## src/rtl/uart_pkg.sv

```systemverilog
// Shared definitions for the UART receive path: register map, field positions,
// FIFO entry layout and a saturating counter helper.
package uart_pkg;

    typedef enum logic [1:0] {
        UART_RX_DATA   = 2'd0,
        UART_RX_STATUS = 2'd1,
        UART_RX_CTRL   = 2'd2,
        UART_RX_ERRCNT = 2'd3
    } uart_rx_reg_e;

    localparam int unsigned ENTRY_W = 11;

    localparam int unsigned DATA_EMPTY    = 31;
    localparam int unsigned ST_NOT_EMPTY  = 0;
    localparam int unsigned ST_FULL       = 1;
    localparam int unsigned ST_OVERRUN    = 2;
    localparam int unsigned ST_LEVEL_LSB  = 4;
    localparam int unsigned CTRL_EN       = 0;
    localparam int unsigned CTRL_IRQ_EN   = 1;
    localparam int unsigned CTRL_DROP_BAD = 2;
    localparam int unsigned CTRL_CLEAR    = 3;

    function automatic logic [7:0] sat_inc(input logic [7:0] c, input logic inc);
        return (inc && c != 8'hFF) ? c + 8'd1 : c;
    endfunction

endpackage

```

## src/rtl/uart_rx_ctrl_if.sv

```systemverilog
// Register bus between the system and the UART receive controller.
interface uart_rx_ctrl_if;
    logic        sel;
    logic        wr;
    logic        rd;
    logic [1:0]  addr;
    logic [31:0] wdata;
    logic [31:0] rdata;
    logic        irq;

    modport master (output sel, wr, rd, addr, wdata, input rdata, irq);
    modport slave  (input sel, wr, rd, addr, wdata, output rdata, irq);
endinterface

```

## src/rtl/uart_rx_fifo.sv

```systemverilog
// Synchronous DEPTH x ENTRY_W FIFO with wrap-bit pointers; a push into a full
// FIFO is accepted when a pop happens in the same cycle.
module uart_rx_fifo
    import uart_pkg::*;
#(
    parameter  int unsigned DEPTH = 4,
    localparam int unsigned AW    = $clog2(DEPTH)
) (
    input  logic               clk,
    input  logic               rst,
    input  logic               push,
    input  logic               pop,
    input  logic [ENTRY_W-1:0] din,
    output logic [ENTRY_W-1:0] dout,
    output logic               empty,
    output logic               full,
    output logic [AW:0]        level
);

    logic [ENTRY_W-1:0] mem [DEPTH];
    logic [AW:0]        wr_ptr;
    logic [AW:0]        rd_ptr;
    logic               do_push;
    logic               do_pop;

    assign empty   = (wr_ptr == rd_ptr);
    assign full    = (wr_ptr[AW] != rd_ptr[AW]) && (wr_ptr[AW-1:0] == rd_ptr[AW-1:0]);
    assign level   = wr_ptr - rd_ptr;
    assign dout    = mem[rd_ptr[AW-1:0]];
    assign do_pop  = pop & ~empty;
    assign do_push = push & (~full | do_pop);

    always_ff @(posedge clk or negedge rst) begin
        if (!rst) begin
            wr_ptr <= '0;
            rd_ptr <= '0;
        end else begin
            if (do_push) wr_ptr <= wr_ptr + 1'b1;
            if (do_pop)  rd_ptr <= rd_ptr + 1'b1;
        end
    end

    always_ff @(posedge clk) begin
        if (do_push) mem[wr_ptr[AW-1:0]] <= din;
    end

endmodule

```

## src/rtl/uart_rx_ctrl.sv

```systemverilog
// Receive controller: frame edge detect, error statistics, receive FIFO and a
// four-register bus slave with a level interrupt.
module uart_rx_ctrl
    import uart_pkg::*;
#(
    parameter int unsigned DEPTH = 4
) (
    input  logic                 clk,
    input  logic                 rst,
    input  logic [7:0]           rx_data,
    input  logic                 rx_ready,
    input  logic                 rx_err_det,
    input  logic                 rx_err_cor,
    input  logic                 rx_par_err,
    output logic                 rx_rst,
    uart_rx_ctrl_if.slave        bus
);

    logic                     enable, irq_en, drop_bad, overrun, ready_q;
    logic [7:0]               cnt_cor, cnt_unc, cnt_drp;
    logic [ENTRY_W-1:0]       fifo_dout;
    logic                     empty, full;
    logic [$clog2(DEPTH):0]   level;
    logic                     frame_evt, bad, discard, ovf, push, pop, clear, ctrl_wr, rd_en;
    logic [31:0]              rd_mux;

    assign rx_rst    = ~enable;
    assign frame_evt = rx_ready & ~ready_q;
    assign bad       = rx_err_det & ~rx_err_cor;
    assign rd_en     = bus.sel & bus.rd;
    assign ctrl_wr   = bus.sel & bus.wr & (bus.addr == UART_RX_CTRL);
    assign clear     = ctrl_wr & bus.wdata[CTRL_CLEAR];
    assign pop       = rd_en & (bus.addr == UART_RX_DATA) & ~empty;
    assign discard   = drop_bad & bad;
    // A pop in the same cycle frees the slot, so only a full FIFO without a pop overflows.
    assign ovf       = frame_evt & ~discard & full & ~pop;
    assign push      = frame_evt & ~discard & ~ovf;
    assign bus.irq   = irq_en & (~empty | overrun);

    uart_rx_fifo #(.DEPTH(DEPTH)) u_fifo (
        .clk   (clk),
        .rst   (rst),
        .push  (push),
        .pop   (pop),
        .din   ({rx_par_err, rx_err_cor, rx_err_det, rx_data}),
        .dout  (fifo_dout),
        .empty (empty),
        .full  (full),
        .level (level)
    );

    always_comb begin
        rd_mux = '0;
        case (bus.addr)
            UART_RX_DATA: begin
                if (empty) rd_mux[DATA_EMPTY] = 1'b1;
                else       rd_mux[ENTRY_W-1:0] = fifo_dout;
            end
            UART_RX_STATUS: begin
                rd_mux[ST_NOT_EMPTY]         = ~empty;
                rd_mux[ST_FULL]              = full;
                rd_mux[ST_OVERRUN]           = overrun;
                rd_mux[ST_LEVEL_LSB +: 4]    = 4'(level);
            end
            UART_RX_CTRL: begin
                rd_mux[CTRL_EN]       = enable;
                rd_mux[CTRL_IRQ_EN]   = irq_en;
                rd_mux[CTRL_DROP_BAD] = drop_bad;
            end
            default: rd_mux = {8'h00, cnt_drp, cnt_unc, cnt_cor};
        endcase
    end

    always_ff @(posedge clk or negedge rst) begin
        if (!rst) begin
            enable    <= 1'b0;
            irq_en    <= 1'b0;
            drop_bad  <= 1'b0;
            overrun   <= 1'b0;
            ready_q   <= 1'b0;
            cnt_cor   <= '0;
            cnt_unc   <= '0;
            cnt_drp   <= '0;
            bus.rdata <= '0;
        end else begin
            ready_q <= rx_rst ? 1'b0 : rx_ready;
            if (ctrl_wr) begin
                enable   <= bus.wdata[CTRL_EN];
                irq_en   <= bus.wdata[CTRL_IRQ_EN];
                drop_bad <= bus.wdata[CTRL_DROP_BAD];
            end
            // Clear zeroes first so a frame at the same edge still counts once.
            overrun <= (overrun & ~clear) | ovf;
            cnt_cor <= sat_inc(clear ? 8'h00 : cnt_cor, frame_evt & rx_err_cor);
            cnt_unc <= sat_inc(clear ? 8'h00 : cnt_unc, frame_evt & bad);
            cnt_drp <= sat_inc(clear ? 8'h00 : cnt_drp, (frame_evt & discard) | ovf);
            if (rd_en) bus.rdata <= rd_mux;
        end
    end

endmodule

```

## src/flat_wrapper.sv

```systemverilog
// flat-port wrapper written by rule: the top's interface ports become plain ports
module uart_rx_ctrl_flat import uart_pkg::*;
#(
    parameter int unsigned DEPTH = 4
)
  (clk, rst, rx_data, rx_ready, rx_err_det, rx_err_cor, rx_par_err, rx_rst, bus_sel, bus_wr, bus_rd, bus_addr, bus_wdata, bus_rdata, bus_irq);
  uart_rx_ctrl_if bus_i ();
  input  logic clk;
  input  logic rst;
  input  logic [7:0] rx_data;
  input  logic rx_ready;
  input  logic rx_err_det;
  input  logic rx_err_cor;
  input  logic rx_par_err;
  output logic rx_rst;
  input wire logic [$bits(bus_i.sel)-1:0] bus_sel;
  input wire logic [$bits(bus_i.wr)-1:0] bus_wr;
  input wire logic [$bits(bus_i.rd)-1:0] bus_rd;
  input wire logic [$bits(bus_i.addr)-1:0] bus_addr;
  input wire logic [$bits(bus_i.wdata)-1:0] bus_wdata;
  output wire logic [$bits(bus_i.rdata)-1:0] bus_rdata;
  output wire logic [$bits(bus_i.irq)-1:0] bus_irq;
  assign bus_i.sel = bus_sel;
  assign bus_i.wr = bus_wr;
  assign bus_i.rd = bus_rd;
  assign bus_i.addr = bus_addr;
  assign bus_i.wdata = bus_wdata;
  assign bus_rdata = bus_i.rdata;
  assign bus_irq = bus_i.irq;
  uart_rx_ctrl #(.DEPTH(DEPTH)) u_core (.clk(clk), .rst(rst), .rx_data(rx_data), .rx_ready(rx_ready), .rx_err_det(rx_err_det), .rx_err_cor(rx_err_cor), .rx_par_err(rx_par_err), .rx_rst(rx_rst), .bus(bus_i));
endmodule
```

## config.mk

```make
export PLATFORM = sky130hd
export DESIGN_NAME = uart_rx_ctrl_flat
export DESIGN_NICKNAME = d
export VERILOG_FILES = /design/src/rtl/uart_pkg.sv /design/src/rtl/uart_rx_ctrl_if.sv /design/src/rtl/uart_rx_fifo.sv /design/src/rtl/uart_rx_ctrl.sv /design/src/flat_wrapper.sv
export SDC_FILE = /design/constraint.sdc
export NUM_CORES = 1
export LEC_CHECK = 0
export CAP_MARGIN = 20
export CORE_MARGIN = 2
export CORE_UTILIZATION = 30
export DETAILED_ROUTE_END_ITERATION = 10
export RECOVER_POWER = 50
export SLEW_MARGIN = 20
export SYNTH_ARGS = -nofsm -noshare
export SYNTH_HDL_FRONTEND = slang
export SYNTH_SLANG_ARGS = --single-unit
```

## constraint.sdc

```tcl
create_clock -name clk -period 4.6 [get_ports clk]
set_input_delay 0.69 -clock clk [delete_from_list [all_inputs] [get_ports clk]]
set_output_delay 0.69 -clock clk [all_outputs]
set_load 0.05 [all_outputs]
```

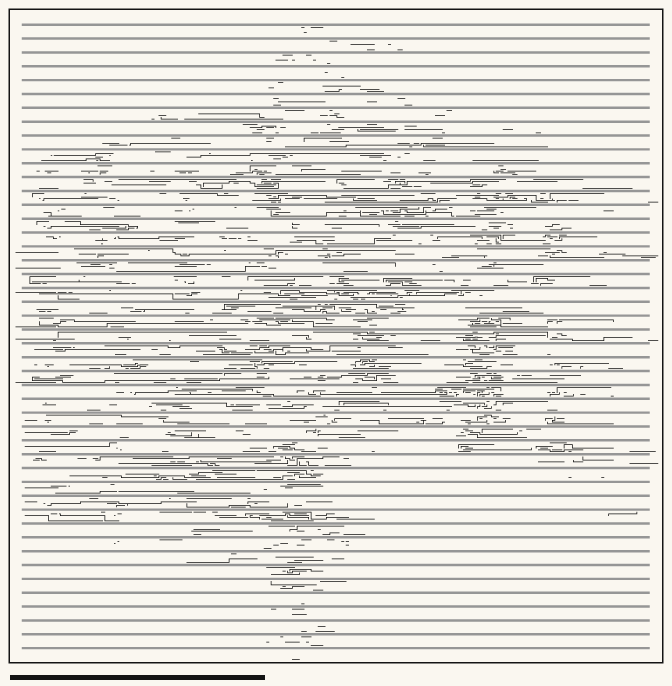
*Signal wires on met1*
Scale bar: 50 um. Supply wires on this layer in gray.
wire length on this layer: 4,400 um
longest straight run: 33.1 um
nets with wire on the layer: 387
main direction: horizontal
share of all routed wire: 44%
DR vias: 2,983
met1 track demand over resource: 16.0%
Post-Route WL: 9.92 mm

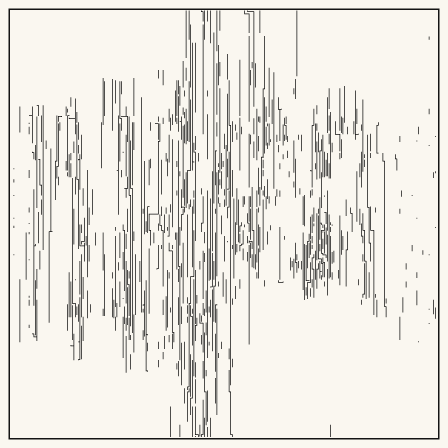
*Signal wires on met2*
main direction: vertical
wire length on this layer: 5,090 um

==> Changelog: implementation <==
### Physical design

- Status: complete, but fails checks
- Violated checks: max-capacitance violations, max-slew violations
- Max FFs per register: 44
- # Cells Yosys: 353
- Normalized max-slew margin: -114%
- Die Width: 128 um
- Vias in the first global route: 2,944
- Max-cap violations: 1
- GPL Wtd Cong: 0.755
- I/O Buffers: 49
- Die Footprint: 16,400 um^2
- Final net count: 460
- Post-CTS setup buffers: 0
- PwrDens: 544 nW/um^2
- CTS sink count: 104
- Synthesized area: 4610 um^2
- Post-DP HPWL: 6.74 mm
- # rows: 45
- Cells after Synth: 353
- Congestion Overflow GR: 0
- Area share, top type: 32.5%
- Clock transition at path regs: 0.07 ns
- Crit path kind: register to output pin
- Die y size: 128 um
- Cell variety after synth: 57
- Detail Route met2 WL: 5.09 mm
- Ports: 85
- Later-pin clock latency in the skew report: 0.35 ns
- GRT Util Overall: 12.6%
- CP Buf/Inv Count: 2
- Final Hold Fails: 0
- Leak: 2.14 nW
- Cells along the critical path: inv_1 > ha_1 > and2_1 > nand2_1 > o21a_1 > clkdlybuf4s50_1
- Core Density at Floorplan: 30.6%
- Top cells by area: dfrtp_1 (33%), edfxtp_1 (29%), mux4_2 (5.4%)
- CTS resizes: 0
- #FFs+latches synth: 104
- Metal3 WL: 320 um
- TritonCTS clock tree: built
- Synth top cell by count: dfrtp_1
- Most instantiated cells after synthesis: dfrtp_1 (60), edfxtp_1 (44), nand2_1 (31)
- Hold WS: 0.493 ns
- Area Overhead vs Synth: 20.5%
- Detailed-route DRC error count: 0
- Htree depth: 3
- Core ar.: 15,100 um^2
- NetSw: 1.11 mW
- Clock skew: 0.00854 ns
- Most used DFF post-synth: dfrtp_1
- Synth Seq Share: 61.2%
- Setup TNS: 0 ns
- Min Clock Period, post-route: 3.88 ns
- Final setup fails: 0
- RSZ-0062 raised after global routing: no
- Switching part of the total: 36.6%
- Max Slew Vio Count: 61
- YS chip area: 4610 um^2
- Pre-antenna DRT Iters: 4
- Synth warnings: 0
- EDFF count, synth: 44
- Int Power: 1.92 mW
- Share of layout cells above drive strength 1: 9.85%
- Max stage delay cell, worst path: dfrtp_1
- Root Buffer: clkbuf_16
- Met1 wire length: 4.40 mm
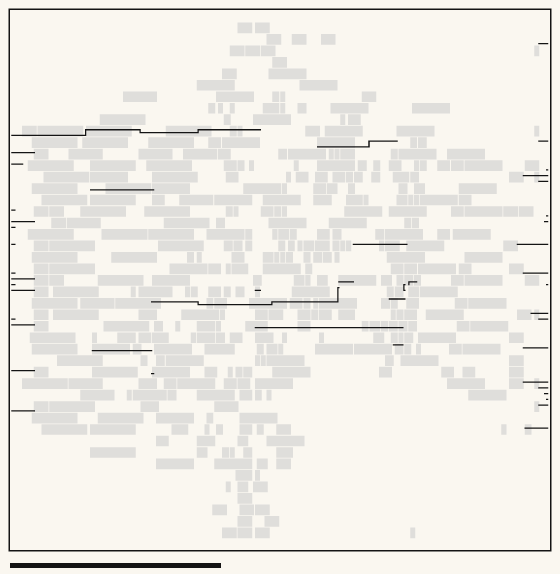
*M3 wires*
Scale bar: 50 um.
main direction: horizontal
nets with wire on the layer: 40
share of all routed wire: 3.2%
wire length on this layer: 320 um
longest straight run: 35.0 um
global-route track usage on met3: 3.01%

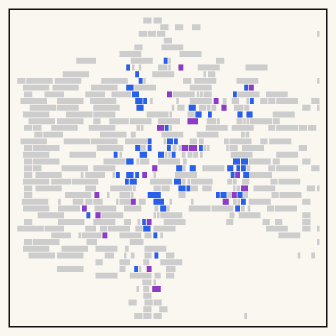
*Gate families picked out*
legend:
  aoi and oai cells:
    color: blue
    cells: 61
    where: center
  and/or cells:
    color: purple
    cells: 23
    most_used: and2_1
Final Non-Filler Cells: 594
combinational share of cell area: 30.0%
most common logic cell in the routed design: dfrtp_1

-- worst min-delay path, cell delays in order, from the launching register on --
cell and delay [ns]:
dfrtp_1 0.34, nand2_1 0.05, o21ai_1 0.06
-- stage by stage --
step / instance area, um^2 / setup WS (ns) / utilization (%) / instances / power [mW]
2_1_floorplan: 4640 / 1.67 / - / 359 / 1.99
4_1_cts: 5570 / 0.698 / 36.9 / 594 / 3.06
5_1_grt: 5560 / 0.495 / 36.8 / 594 / 3.21
6_report: 5560 / 0.721 / 36.8 / 594 / 3.03
3_3_place_gp: 5280 / 1.10 / 35.0 / 578 / 2.28
3_5_place_dp: 5280 / 1.07 / 35.0 / 578 / 2.32
-- cells in the final DEF (no fill, tap or decap), types with 4 or more instances in the layout --
master and count:
o21ai_1 10, a31oi_1 5, clkdlybuf4s50_1 30, clkbuf_16 9
dlygate4sd3_1 18, dfrtp_1 60, nor3_1 8, xor2_1 5
nand4_1 5, xnor2_1 6, and2_1 8, o21ai_0 9
conb_1 7, nand3_1 10, nand2_1 31, ha_1 7
nor2_1 12, inv_1 7, mux2i_1 4, a32oi_1 7
and3_1 5, a21oi_1 10, a22o_1 14, edfxtp_1 44
a211oi_1 4, mux2_2 4, mux4_2 11
-- layout make-up --
| class | count | area [um^2] |
|---|---|---|
| Multi-Input combinational cell | 224 | 1670 |
| Tap cell | 188 | 235 |
| Inverter | 8 | 30.0 |
| Clock inverter | 7 | 63.8 |
| Fill cell | 1473 | 9530 |
| Clock buffer | 9 | 225 |
| Sequential cell | 104 | 2820 |
| Timing Repair Buffer | 54 | 515 |
-- routing by layer --
layer,vias to the layer above,global-route usage (%)
met5,-,0
met4,0,3.62
met3,9,3.01
met2,54,21.7
met1,1492,16.0
li1,1428,-
-- logic make-up after synthesis --
group,synth area share (%)
AND/OR/NAND/NOR,11.1
adder cells (fa/ha/maj),2.33
other,0.0813
AND-OR/OR-AND,12.2
buffers and inverters,3.15
flip-flops,61.2
multiplexers,7.46
XOR/XNOR,2.44
-- power by group through the flow --
stage	sequential, mW	combinational (mW)	clock, mW
6_report	1.34	0.944	0.740
3_3_place_gp	1.35	0.931	0
2_1_floorplan	1.43	0.564	0
3_5_place_dp	1.36	0.959	0
5_1_grt	1.37	1.04	0.802
4_1_cts	1.34	0.964	0.756
-- path summary, 6_finish.rpt --
check                                                     from                                end  slack (ns)  cells after the start
min reg2reg                    u_core.bus.rdata[8]$_DFFE_PN0N_    u_core.bus.rdata[8]$_DFFE_PN0N_        0.49                      2
min                            u_core.bus.rdata[8]$_DFFE_PN0N_    u_core.bus.rdata[8]$_DFFE_PN0N_        0.49                      2
max in group asynchronous                                  rst        u_core.cnt_cor[3]$_DFF_PN0_        1.29                      2
min in group asynchronous                                  rst   u_core.bus.rdata[23]$_DFFE_PN0N_        1.51                      2
max reg2reg                u_core.u_fifo.rd_ptr[1]$_DFFE_PN0P_  u_core.u_fifo.mem[3][8]$_DFFE_PP_        1.53                      5
max                        u_core.u_fifo.rd_ptr[1]$_DFFE_PN0P_                            bus_irq        0.72                      6
Power is estimated from default activity; no workload was simulated.
